**src/rtl/vga_batalha_pkg.sv**
```systemverilog
// Shared constants and types for the battleship board-drawing blocks.
package vga_batalha_pkg;

    localparam int unsigned GRADE        = 10;
    localparam int unsigned TAM_CELULA   = 32;
    localparam int unsigned MAX_CELULAS  = 7;
    localparam int unsigned X_OFS        = 3;
    localparam int unsigned Y_OFS        = 7;
    localparam int unsigned CELULA_PASSO = 8;

    localparam int unsigned COORD_W  = 10;
    localparam int unsigned CEL_W    = 4;
    localparam int unsigned TAM_W    = 3;
    localparam int unsigned VEC_W    = 64;
    localparam int unsigned COR_W    = 8;
    localparam int unsigned QUADRO_W = 5;
    localparam int unsigned OFS_W    = $clog2(TAM_CELULA);
    localparam int unsigned LARGURA  = GRADE * TAM_CELULA;

    // Stage-1 result: which board cell the raster is on and how it sits in it.
    typedef struct packed {
        logic [CEL_W-1:0] coluna;
        logic [CEL_W-1:0] linha;
        logic             dentro;
        logic             borda;
        logic             video;
    } celula_t;

    // Extracts the 4-bit coordinate at offset ofs of packed ship cell k.
    function automatic logic [CEL_W-1:0] campo_celula(input logic [VEC_W-1:0] vec,
                                                      input int unsigned      k,
                                                      input int unsigned      ofs);
        return CEL_W'(vec >> (k * CELULA_PASSO + ofs));
    endfunction

endpackage

```
**src/rtl/vga_celula_grade.sv**
```systemverilog
// Registered mapping of a raster pixel onto the 10x10 board: cell, in-board and gap flags.
module vga_celula_grade
    import vga_batalha_pkg::*;
#(
    parameter int unsigned ORIGEM_X = 160,
    parameter int unsigned ORIGEM_Y = 80
) (
    input  logic               clock,
    input  logic               reset_n,
    input  logic [COORD_W-1:0] pixel_x_i,
    input  logic [COORD_W-1:0] pixel_y_i,
    input  logic               video_on_i,
    output celula_t            celula_o
);

    localparam int unsigned DX_W = COORD_W + 1;

    logic [DX_W-1:0] dx;
    logic [DX_W-1:0] dy;
    celula_t         celula_d;
    celula_t         celula_q;

    // Pixels left of / above the origin wrap to large values and fail the range test.
    always_comb begin
        dx = {1'b0, pixel_x_i} - DX_W'(ORIGEM_X);
        dy = {1'b0, pixel_y_i} - DX_W'(ORIGEM_Y);
        celula_d        = '0;
        celula_d.coluna = CEL_W'(dx >> OFS_W);
        celula_d.linha  = CEL_W'(dy >> OFS_W);
        celula_d.dentro = (dx < DX_W'(LARGURA)) && (dy < DX_W'(LARGURA));
        celula_d.borda  = (dx[OFS_W-1:0] == '0) || (dx[OFS_W-1:0] == '1) ||
                          (dy[OFS_W-1:0] == '0) || (dy[OFS_W-1:0] == '1);
        celula_d.video  = video_on_i;
    end

    always_ff @(posedge clock or negedge reset_n) begin
        if (!reset_n) begin
            celula_q <= '0;
        end else begin
            celula_q <= celula_d;
        end
    end

    assign celula_o = celula_q;

endmodule

```
**src/rtl/vga_desenho_embarcacao.sv**
```systemverilog
// Draws one ship on the board: frame-latched cell list, 2-stage pixel pipeline, selection blink.
module vga_desenho_embarcacao
    import vga_batalha_pkg::*;
#(
    parameter int unsigned      ORIGEM_X       = 160,
    parameter int unsigned      ORIGEM_Y       = 80,
    parameter logic [COR_W-1:0] COR_EMBARCACAO = 8'b101_101_10
) (
    input  logic               clock,
    input  logic               reset_n,
    input  logic               novoQuadro,
    input  logic [COORD_W-1:0] pixelX,
    input  logic [COORD_W-1:0] pixelY,
    input  logic               videoOn,
    input  logic [VEC_W-1:0]   posicoesEmbarcacao,
    input  logic [TAM_W-1:0]   tamanho,
    input  logic               selecionada,
    output logic               desenhaPixel,
    output logic [COR_W-1:0]   corPixel,
    output logic               pixelValido,
    output logic               posicaoInvalida
);

    celula_t celula;

    vga_celula_grade #(
        .ORIGEM_X (ORIGEM_X),
        .ORIGEM_Y (ORIGEM_Y)
    ) u_celula_grade (
        .clock      (clock),
        .reset_n    (reset_n),
        .pixel_x_i  (pixelX),
        .pixel_y_i  (pixelY),
        .video_on_i (videoOn),
        .celula_o   (celula)
    );

    logic [VEC_W-1:0]    vec_q,       vec_d;
    logic [TAM_W-1:0]    tam_q,       tam_d;
    logic                sel_q,       sel_d;
    logic [QUADRO_W-1:0] quadro_q,    quadro_d;
    logic                nq_atraso_q;
    logic [VEC_W-1:0]    vec_ativo_q;
    logic [TAM_W-1:0]    tam_ativo_q;
    logic                apaga_q,     apaga_d;
    logic                desenha_q,   desenha_d;
    logic [COR_W-1:0]    cor_q,       cor_d;
    logic                valido_q,    valido_d;
    logic                invalida_q,  invalida_d;
    logic                acerto;
    logic                cel_invalida;

    // The *_ativo copies lag the shadows by one cycle so a pixel presented together
    // with novoQuadro still sees the previous frame's ship.
    always_comb begin
        vec_d        = vec_q;
        tam_d        = tam_q;
        sel_d        = sel_q;
        quadro_d     = quadro_q;
        invalida_d   = invalida_q;
        acerto       = 1'b0;
        cel_invalida = 1'b0;

        if (novoQuadro) begin
            vec_d    = posicoesEmbarcacao;
            tam_d    = tamanho;
            sel_d    = selecionada;
            quadro_d = quadro_q + QUADRO_W'(1);
        end

        for (int unsigned k = 0; k < MAX_CELULAS; k++) begin
            if ((TAM_W'(k) < tam_ativo_q) &&
                (campo_celula(vec_ativo_q, k, X_OFS) < CEL_W'(GRADE)) &&
                (campo_celula(vec_ativo_q, k, Y_OFS) < CEL_W'(GRADE)) &&
                (campo_celula(vec_ativo_q, k, X_OFS) == celula.coluna) &&
                (campo_celula(vec_ativo_q, k, Y_OFS) == CEL_W'(GRADE - 1) - celula.linha)) begin
                acerto = 1'b1;
            end
            if ((TAM_W'(k) < tam_q) &&
                ((campo_celula(vec_q, k, X_OFS) >= CEL_W'(GRADE)) ||
                 (campo_celula(vec_q, k, Y_OFS) >= CEL_W'(GRADE)))) begin
                cel_invalida = 1'b1;
            end
        end

        if (nq_atraso_q) begin
            invalida_d = cel_invalida;
        end

        apaga_d   = sel_q & quadro_q[QUADRO_W-1];
        desenha_d = celula.dentro & ~celula.borda & celula.video & acerto & ~apaga_q;
        cor_d     = desenha_d ? COR_EMBARCACAO : '0;
        valido_d  = celula.video;
    end

    always_ff @(posedge clock or negedge reset_n) begin
        if (!reset_n) begin
            vec_q       <= '0;
            tam_q       <= '0;
            sel_q       <= 1'b0;
            quadro_q    <= '0;
            nq_atraso_q <= 1'b0;
            vec_ativo_q <= '0;
            tam_ativo_q <= '0;
            apaga_q     <= 1'b0;
            desenha_q   <= 1'b0;
            cor_q       <= '0;
            valido_q    <= 1'b0;
            invalida_q  <= 1'b0;
        end else begin
            vec_q       <= vec_d;
            tam_q       <= tam_d;
            sel_q       <= sel_d;
            quadro_q    <= quadro_d;
            nq_atraso_q <= novoQuadro;
            vec_ativo_q <= vec_q;
            tam_ativo_q <= tam_q;
            apaga_q     <= apaga_d;
            desenha_q   <= desenha_d;
            cor_q       <= cor_d;
            valido_q    <= valido_d;
            invalida_q  <= invalida_d;
        end
    end

    assign desenhaPixel    = desenha_q;
    assign corPixel        = cor_q;
    assign pixelValido     = valido_q;
    assign posicaoInvalida = invalida_q;

endmodule

```
**config.mk**
```make
export PLATFORM = sky130hd
export DESIGN_NAME = vga_desenho_embarcacao
export DESIGN_NICKNAME = d
export VERILOG_FILES = /design/src/rtl/vga_batalha_pkg.sv /design/src/rtl/vga_celula_grade.sv /design/src/rtl/vga_desenho_embarcacao.sv
export SDC_FILE = /design/constraint.sdc
export NUM_CORES = 1
export LEC_CHECK = 0
export CAP_MARGIN = 20
export CORE_ASPECT_RATIO = 0.75
export CORE_MARGIN = 2
export CORE_UTILIZATION = 61
export CTS_CLUSTER_SIZE = 28
export DETAILED_ROUTE_END_ITERATION = 8
export DONT_BUFFER_PORTS = 1
export GPL_TIMING_DRIVEN = 0
export PLACE_DENSITY = 0.77
export SYNTH_ARGS = -nofsm -noshare
export SYNTH_HDL_FRONTEND = slang
export SYNTH_HIERARCHICAL = 1
export SYNTH_SLANG_ARGS = --single-unit
```
**constraint.sdc**
```tcl
create_clock -name clock -period 5.55 [get_ports clock]
set_input_delay 1.11 -clock clock [delete_from_list [all_inputs] [get_ports clock]]
set_output_delay 1.11 -clock clock [all_outputs]
set_load 0.01 [all_outputs]
```
==> results.md <==
| Metric | Value |
|---|---|
| Combinational gate area | 2040 sq um |
| Worst-Skew Late Latency | 0.41 ns |
| Stages on worst setup path | 9 |
| Start point of the critical path | u_celula_grade/celula_o[4]$_DFF_PN0_ |
| Power, Total | 2.51 mW |
| Post_cts resized | 0 |
| Power in the clock group | 1.02 mW |
| Critical path arrival | 3.12 ns |
| Tmin final | 2.81 ns |
| Setup slack of the worst register-to-register path | 2.74 ns |
| Timing-limited maximum frequency | 356 MHz |
| Design area | 6430 sq um |
| Crit path kind | flop to flop |
| Top cell area share | 61.2% |
| Layout multi-input combinational cell count | 266 |
| Final hold vios | 0 |
| CP Launch Type | flop |
| Max-cap check violation count | 0 |
| Synthesis-stage register bit count | 140 |
| Clock group share of total power | 40.6% |
| Worst supply voltage drop on vdd | 255 uV |
| Placed insts | 567 |
| Clock tree from TritonCTS | yes |
| Hold worst-path end | vec_ativo_q[47]$_DFF_PN0_ |
| XORs/XNORs by Area | 6.84% |
| Largest area class, layout | registers |
| Routed Wire Length | 11500 um |
| Highest-power group | sequential cells |
| NonClk Buf Share | 2.35% |
| Cell depth of the worst min-delay path | 0 |
| Worst flop-to-flop path endpoint | corPixel[5]$_DFF_PN0_ |
| Grt met3 use | 9.13% |
| Drt first pass iters | 5 |
| Tally of OpenROAD warnings | 36 |
| Total of warnings raised by yosys | 6 |
| Top-count cell post-synth | sky130_fd_sc_hd__dfrtp_1 |
| Number of vias per cell after detailed routing | 5.76 |
| Synth async-reset ratio | 100% |
| Clock-pin transition on the worst setup and hold timing paths | 0.06 ns |
| Port bufs | 0 |
| Clock buf count | 20 |
| First-pass GRT wire length | 18100 um |
| Run status | complete, no violations |
| Area of the core | 9080 sq um |
| Number of rows created at floorplan | 30 |
| Routing usage on met2 | 39.2% |
| Number of non-clock inverters | 9 |
| Commonest cells in the synthesized netlist | 140 x sky130_fd_sc_hd__dfrtp_1, 61 x sky130_fd_sc_hd__mux2_2, 26 x sky130_fd_sc_hd__nor2_1, 23 x sky130_fd_sc_hd__o21ai_0, 21 x sky130_fd_sc_hd__xor2_1 |
| Largest net degree at the start of global routing | 141 |
| Top sig layer | met4 |
| Post-Synthesis Mean Instance Area | 13.1 sq um |
| Power share of the sequential group | 48.9% |
| Psw | 0.641 mW |
| Post-CTS setup buffers | 0 |
| Switching share of power | 25.5% |
| Synth-to-Final Area Change | 12.5% |
| Standby leakage power | 2.72 nW |
| Maximum root-to-sink buffer count | 2 |
| Violation count after the first detailed-route iteration | 173 |
| Vias after detailed routing | 3453 |
| Slew Viols, Final | 0 |
| R2R depth | 9 |
| Proportion of cell area spent on the clock network | 8.48% |
| Non-Clock Buffer Count | 24 |
| Logic gate share of total power | 10.5% |
| Arithmetic-cell share of the synthesized area counting full adders, half adders and majority gates | 0.875% |
| Syn Inst Count | 437 |
| Complex-gate fraction of the synthesized area | 7.28% |
| Logic family by area | multiplexers |
| Antenna-violating nets left | 0 |
| Dominant logic cell type in the layout | sky130_fd_sc_hd__dfrtp_1 |
| Residual DRC | 0 |
| # IOs | 103 |
| Fraction of layout instances using a drive strength above 1 | 25.9% |
| Number of hold-repair buffers added at the cts stage | 0 |
| Area of the synthesized netlist per yosys stat | 5720 sq um |
| Sequential share of cell area | 54.4% |
| H-tree depth | 4 |
| Sort of element at the end of the critical path | flop |
| Number of synthesized flops with an enable pin | 0 |
| Cell type with the largest total area | sky130_fd_sc_hd__dfrtp_1 |
| Sequential power | 1.23 mW |
| Share of the cycle needed by the critical path after routing | 50.6% |
| Class of the worst hold path | flop to flop |
| Routed length on met3 | 832 um |
| Met1 wire length | 4980 um |
| Post-Place Worst Slack | 2.81 ns |
| Final critical-path setup slack | 2.74 ns |
| Internal power of the cells | 1.87 mW |
| Total clock buffers created by CTS | 17 |
| Crit path buf inv count | 2 |
| RSZ-0062 raised after global routing | no |
| Power density over the cells | 390 nW/um^2 |
| Final setup viols | 0 |
| Combinational power | 0.264 mW |
| Mux area share | 12.0% |
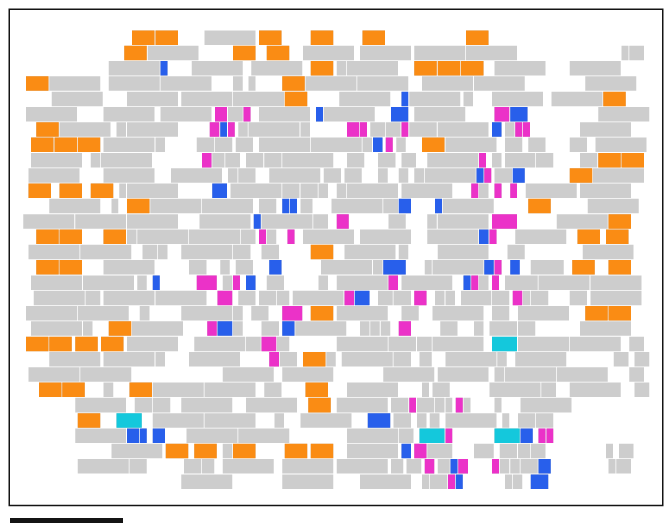
Figure 1: gate-type map.
Scale bar: 20 um.
colour	family	cells	most used
blue	nand cells	37	nand2_1
cyan	fa/ha/maj cells	4	ha_1
orange	mux cells	61	mux2_2
magenta	nor cells	47	nor2_1

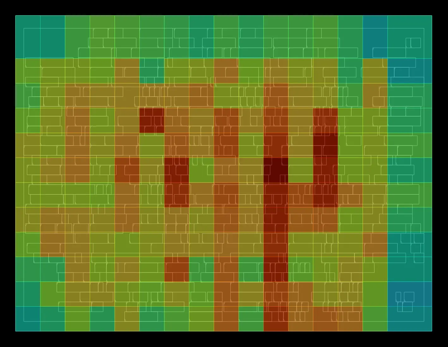
Figure 2: routing congestion.
final core area utilization: 70.8%
wire length per cell after detailed routing: 19.1 um
Overall Global Routing Usage: 24.8%
global-route layer with the greatest usage: met2

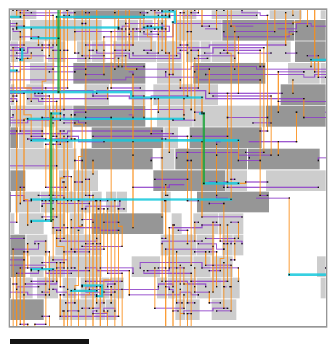
Figure 3: a small window of the routed layout.
Scale bar: 10 um. Window x 67 to 107, y 2 to 42 um. Cells in grey, sequential cells in the stronger grey; small squares are vias.
colour	layer
orange	M2
green	M4
cyan	M3
purple	M1
netlist names of flops here include	`u_celula_grade/celula_o` (8), `vec_ativo_q` (3), `vec_q` (2)
cells with their middle in the window	100
most frequent	dfrtp_1 (14), nor2_1 (9), xor2_1 (9)
sequential cells in the window	14

Power is estimated from default activity; no workload was simulated.
